$ cat src/rtl/regbank_wb_arbiter_pkg.sv
// Shared CPU constants for the 16 x 32 register bank and the logic that writes back into it.
package regbank_wb_arbiter_pkg;

  localparam int unsigned CPU_ADDR_W   = 4;
  localparam int unsigned CPU_DATA_W   = 32;
  localparam int unsigned CPU_NUM_REGS = 2 ** CPU_ADDR_W;
  localparam int unsigned CPU_ZERO_REG = 0;

endpackage

$ cat src/rtl/rr_arbiter.sv
// Round-robin grant: search starts at ptr, first valid requester wins; one-hot grant.
module rr_arbiter #(
  parameter int unsigned N     = 3,
  parameter int unsigned PTR_W = (N > 1) ? $clog2(N) : 1
) (
  input  logic [N-1:0]     valid,
  input  logic [PTR_W-1:0] ptr,
  output logic [N-1:0]     grant
);

  always_comb begin
    int   idx;
    logic found;
    grant = '0;
    found = 1'b0;
    idx   = 0;
    for (int k = 0; k < int'(N); k++) begin
      idx = int'(ptr) + k;
      if (idx >= int'(N)) idx = idx - int'(N);
      if (!found && valid[idx]) begin
        grant[idx] = 1'b1;
        found      = 1'b1;
      end
    end
  end

endmodule

$ cat src/rtl/regbank_wb_arbiter.sv
// Write-back arbiter for the register bank: round-robin request selection, one-cycle registered
// write port, and a pending-write scoreboard used for read-port hazard detection.
module regbank_wb_arbiter
  import regbank_wb_arbiter_pkg::*;
#(
  parameter int unsigned NREQ   = 3,
  parameter int unsigned ADDR_W = CPU_ADDR_W,
  parameter int unsigned DATA_W = CPU_DATA_W
) (
  input  logic                   clk,
  input  logic                   reset,
  input  logic [NREQ-1:0]        req_valid,
  output logic [NREQ-1:0]        req_ready,
  input  logic [NREQ*ADDR_W-1:0] req_regnum,
  input  logic [NREQ*DATA_W-1:0] req_data,
  input  logic                   rsv_valid,
  input  logic [ADDR_W-1:0]      rsv_regnum,
  input  logic [ADDR_W-1:0]      chk_regnum0,
  input  logic [ADDR_W-1:0]      chk_regnum1,
  output logic                   chk_hazard0,
  output logic                   chk_hazard1,
  input  logic                   flush,
  output logic [DATA_W-1:0]      wDataIn,
  output logic [ADDR_W-1:0]      wRegNum,
  output logic                   writeEnable,
  output logic [2**ADDR_W-1:0]   pending,
  output logic                   rsv_conflict
);

  localparam int unsigned NREGS = 2 ** ADDR_W;
  localparam int unsigned PTR_W = (NREQ > 1) ? $clog2(NREQ) : 1;
  localparam logic [ADDR_W-1:0] ZERO_REG = ADDR_W'(CPU_ZERO_REG);

  logic [PTR_W-1:0]  rr_ptr, rr_ptr_d;
  logic [NREQ-1:0]   grant;
  logic              accept;
  logic [PTR_W-1:0]  gnt_idx;
  logic [ADDR_W-1:0] sel_regnum;
  logic [DATA_W-1:0] sel_data;
  logic [NREGS-1:0]  set_vec, clr_vec, pending_d;
  logic              rsv_set, conflict_now;

  rr_arbiter #(
    .N     (NREQ),
    .PTR_W (PTR_W)
  ) u_rr_arbiter (
    .valid (req_valid),
    .ptr   (rr_ptr),
    .grant (grant)
  );

  assign req_ready = reset ? '0 : grant;
  assign accept    = |req_ready;

  always_comb begin
    gnt_idx    = '0;
    sel_regnum = '0;
    sel_data   = '0;
    for (int i = 0; i < int'(NREQ); i++) begin
      if (grant[i]) begin
        gnt_idx    = PTR_W'(i);
        sel_regnum = req_regnum[i*ADDR_W +: ADDR_W];
        sel_data   = req_data[i*DATA_W +: DATA_W];
      end
    end
  end

  always_comb begin
    rr_ptr_d = rr_ptr;
    if (accept) rr_ptr_d = (gnt_idx == PTR_W'(NREQ - 1)) ? '0 : gnt_idx + 1'b1;
  end

  // Scoreboard: a set on the same edge as a commit-clear (or a flush) wins.
  always_comb begin
    rsv_set = rsv_valid && (rsv_regnum != ZERO_REG);
    set_vec = '0;
    clr_vec = '0;
    if (rsv_set) set_vec[rsv_regnum] = 1'b1;
    if (writeEnable) clr_vec[wRegNum] = 1'b1;
    pending_d    = (flush ? '0 : (pending & ~clr_vec)) | set_vec;
    conflict_now = rsv_set && pending[rsv_regnum] && !clr_vec[rsv_regnum];
  end

  always_ff @(posedge clk or posedge reset) begin
    if (reset) begin
      rr_ptr       <= '0;
      writeEnable  <= 1'b0;
      wRegNum      <= '0;
      wDataIn      <= '0;
      pending      <= '0;
      rsv_conflict <= 1'b0;
    end else begin
      rr_ptr       <= rr_ptr_d;
      writeEnable  <= accept && (sel_regnum != ZERO_REG);
      if (accept) begin
        wRegNum <= sel_regnum;
        wDataIn <= sel_data;
      end
      pending      <= pending_d;
      rsv_conflict <= rsv_conflict | conflict_now;
    end
  end

  assign chk_hazard0 = (chk_regnum0 != ZERO_REG) &&
                       (pending[chk_regnum0] || (writeEnable && (wRegNum == chk_regnum0)));
  assign chk_hazard1 = (chk_regnum1 != ZERO_REG) &&
                       (pending[chk_regnum1] || (writeEnable && (wRegNum == chk_regnum1)));

endmodule
$ cat config.mk
export PLATFORM = sky130hd
export DESIGN_NAME = regbank_wb_arbiter
export DESIGN_NICKNAME = d
export VERILOG_FILES = /design/src/rtl/regbank_wb_arbiter_pkg.sv /design/src/rtl/rr_arbiter.sv /design/src/rtl/regbank_wb_arbiter.sv
export SDC_FILE = /design/constraint.sdc
export NUM_CORES = 1
export LEC_CHECK = 0
export CAP_MARGIN = 10
export CORE_MARGIN = 2
export CORE_UTILIZATION = 40
export CTS_CLUSTER_DIAMETER = 200
export DETAILED_ROUTE_END_ITERATION = 10
export PLACE_DENSITY = 0.85
export RECOVER_POWER = 50
export SLEW_MARGIN = 5
export SYNTH_ARGS = -nofsm -noshare
export SYNTH_HDL_FRONTEND = slang
export SYNTH_SLANG_ARGS = --single-unit
$ cat constraint.sdc
create_clock -name clk -period 5.5 [get_ports clk]
set_input_delay 1.1 -clock clk [delete_from_list [all_inputs] [get_ports clk]]
set_output_delay 1.1 -clock clk [all_outputs]
set_load 0.02 [all_outputs]
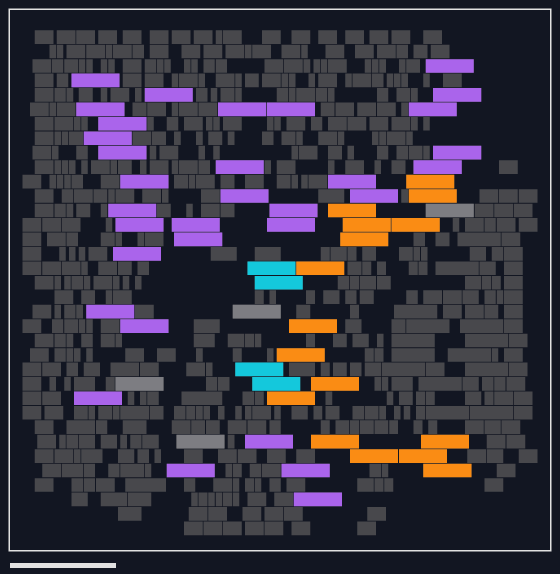
run_1/registers.png
The bar under the picture is 20 um long.
`wDataIn`: in purple, sequential cells 32, where all over the die. `pending`: in orange, sequential cells 16. `wRegNum`: in cyan, sequential cells 4, where centre.
sequential cell area: 0.00140 mm^2
final core utilization: 63.0%
Sequential Power: 0.000680 W

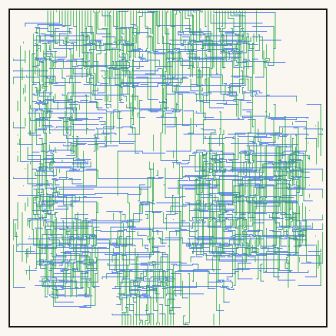
run_1/metal_stack.png
Only two layers are drawn.
met1: in blue, wire length 5160 um. met2: in green, wire length 6390 um.

==> flow_summary.json, run 1 <==
{
  "status": "finished with violations",
  "post_drt_wl_per_cell_um": 17.3,
  "synth_flops": 56,
  "setup_ws_ns": 0.871,
  "synth-adder-area-share_pct": 1.31,
  "worstSetupEndpointType": "output port",
  "synthTopCellsByCount": "115 x nand2_1, 56 x dfrtp_1, 37 x nor2_1, 32 x a31oi_1, 28 x o31ai_1",
  "taps": 129,
  "grt_usage_pct": 24.0,
  "critPathLaunchType": "input pin",
  "place_inst": 733,
  "slew_violations": 57,
  "setup_viol": 0,
  "combGateArea_mm2": 0.00226,
  "nFillCells": 794,
  "synthesis.area_mm2": 0.00381,
  "crit_fanout": 6,
  "yosysTopAreaCell": "dfrtp_1",
  "maxCapViolations": 1,
  "inv_count": 5,
  "ys_sh_aoi_pct": 22.1,
  "seq_cell_count": 56,
  "synth-edff-count": 0,
  "use_met3_pct": 5.31,
  "critPathRequiredTime_ns": 4.40,
  "worst_pin_slew_ns": 2.89,
  "violations": "max-capacitance violations, max-slew violations",
  "grt_pass1_vias": 4094,
  "ctsLongestPathBuffers": 2,
  "slowest_stage": "clkdlybuf4s50_1",
  "power_w": 0.00278,
  "drtIter0Drc": 239
}
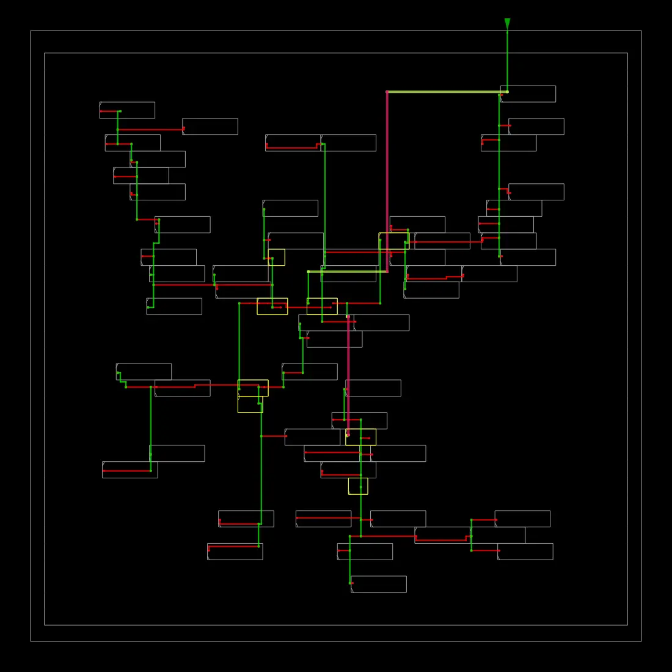
run_1/final_clocks.png
clk sinks: 56
clock buffers: 5

-- run 1: worst register-to-register path, cell delays in order, from the launching register on --
cell     delay (ns)
dfrtp_1        0.43
inv_1          0.09
ha_1           0.43
mux2_1         0.39
a21oi_2        0.31
mux2_4         0.34
mux2_4         0.42
o31ai_4        0.38
buf_4          0.56
nand2_1        0.16
o31ai_1        0.10
-- run 1: where the power goes --
part / switching (W) / total [W] / internal [W]
clock network: 0.000140 / 0.000234 / 0.0000938
registers: 0.000131 / 0.000680 / 0.000549
logic: 0.00110 / 0.00186 / 0.000761
-- run 1: flip-flops by register name, indices dropped and copies added, names as in the netlist --
name / flops
rr_ptr: 2
wRegNum: 4
rsv_conflict: 1
wDataIn: 32
pending: 16
writeEnable: 1
==> run 2, diff against run 1 <==
Clock period 5.5 ns to 4.45 ns, I/O delays scaled along.
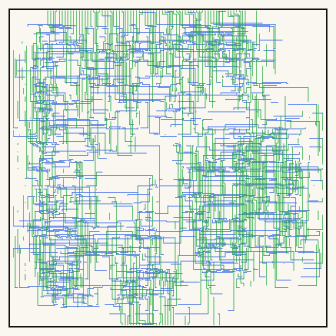
run_2/metal_stack.png
Only two layers are drawn.
met1: in blue, wire length 5010 um. met2: in green, wire length 6580 um.

==> run 2 against run 1 <==
Setup slack worse by 0.61 ns. Sequential share of layout area is essentially flat. Global-route usage grew 0.36 points. The flow now finishes without violations. Largest cell class unchanged. Count of clock-buffer cells in the layout is the same. Synthesized area stayed put. Clock power is 24% higher. Utilization rose by 0.12 points. Sequential power is 23% higher. Sequential cell count unchanged. Non-clock buffer count unchanged. Worst hold slack got worse by 0.019 ns.
==> flow_summary.json, run 2 <==
{
  "worstSetupEndpointType": "output port",
  "slew_violations": 0,
  "seq_power_w": 0.000835,
  "fin_util_pct": 63.1,
  "largestPowerGroup": "combinational logic",
  "largest_reg_flops": 32,
  "synthTopCellsByCount": "115 x nand2_1, 56 x dfrtp_1, 37 x nor2_1, 32 x a31oi_1, 28 x o31ai_1",
  "powerComb_w": 0.00232,
  "synth-edff-count": 0,
  "power_w": 0.00345,
  "synth_flops": 56,
  "slowest_stage": "clkdlybuf4s50_1",
  "grt_usage_pct": 24.3,
  "power_frac_comb_pct": 67.4,
  "critPathRequiredTime_ns": 3.56,
  "critPathLaunchType": "input pin",
  "nClkBuffers": 5,
  "seq_area_mm2": 0.00140,
  "seq_cell_count": 56,
  "setup_ws_ns": 0.259,
  "synthesis.area_mm2": 0.00381,
  "cts.sinks": 56,
  "crit_fanout": 6,
  "largest-register": "wDataIn",
  "status": "completed",
  "pg_clk_w": 0.000289,
  "drtIter0Drc": 216,
  "post_drt_wl_per_cell_um": 17.1,
  "p_sw_w": 0.00170,
  "setup_viol": 0,
  "worst_pin_slew_ns": 1.38,
  "taps": 129,
  "inv_count": 5,
  "combGateArea_mm2": 0.00226,
  "ctsLongestPathBuffers": 2,
  "synth-adder-area-share_pct": 1.31,
  "internal_power_w": 0.00175,
  "place_inst": 733,
  "reg_top3": "wDataIn: 32 flops, pending: 16 flops, wRegNum: 4 flops",
  "power_frac_clock_pct": 8.4
}
==> run 2: netlist changes by cell type in the layout (fill, tap and decap cells not counted), sizes merged <==
cell	change
clkdlybuf4s50	+1
inv	+1
dlygate4sd3	-1
clkinv	-1
==> run 2: path summary, 6_finish.rpt <==
check	from	to	slack (ns)	cells past startpoint
max reg2reg	rr_ptr[0]$_DFFE_PP0P_	wDataIn[8]$_DFFE_PP0P_	1.05	10
min in group asynchronous	reset	wDataIn[26]$_DFFE_PP0P_	1.70	3
max	chk_regnum1[0]	chk_hazard1	0.26	6
min	rsv_conflict$_DFF_PP0_	rsv_conflict$_DFF_PP0_	0.46	1
max in group asynchronous	reset	wDataIn[15]$_DFFE_PP0P_	1.94	3
min reg2reg	rsv_conflict$_DFF_PP0_	rsv_conflict$_DFF_PP0_	0.46	1
Power and IR drop assume default switching activity.
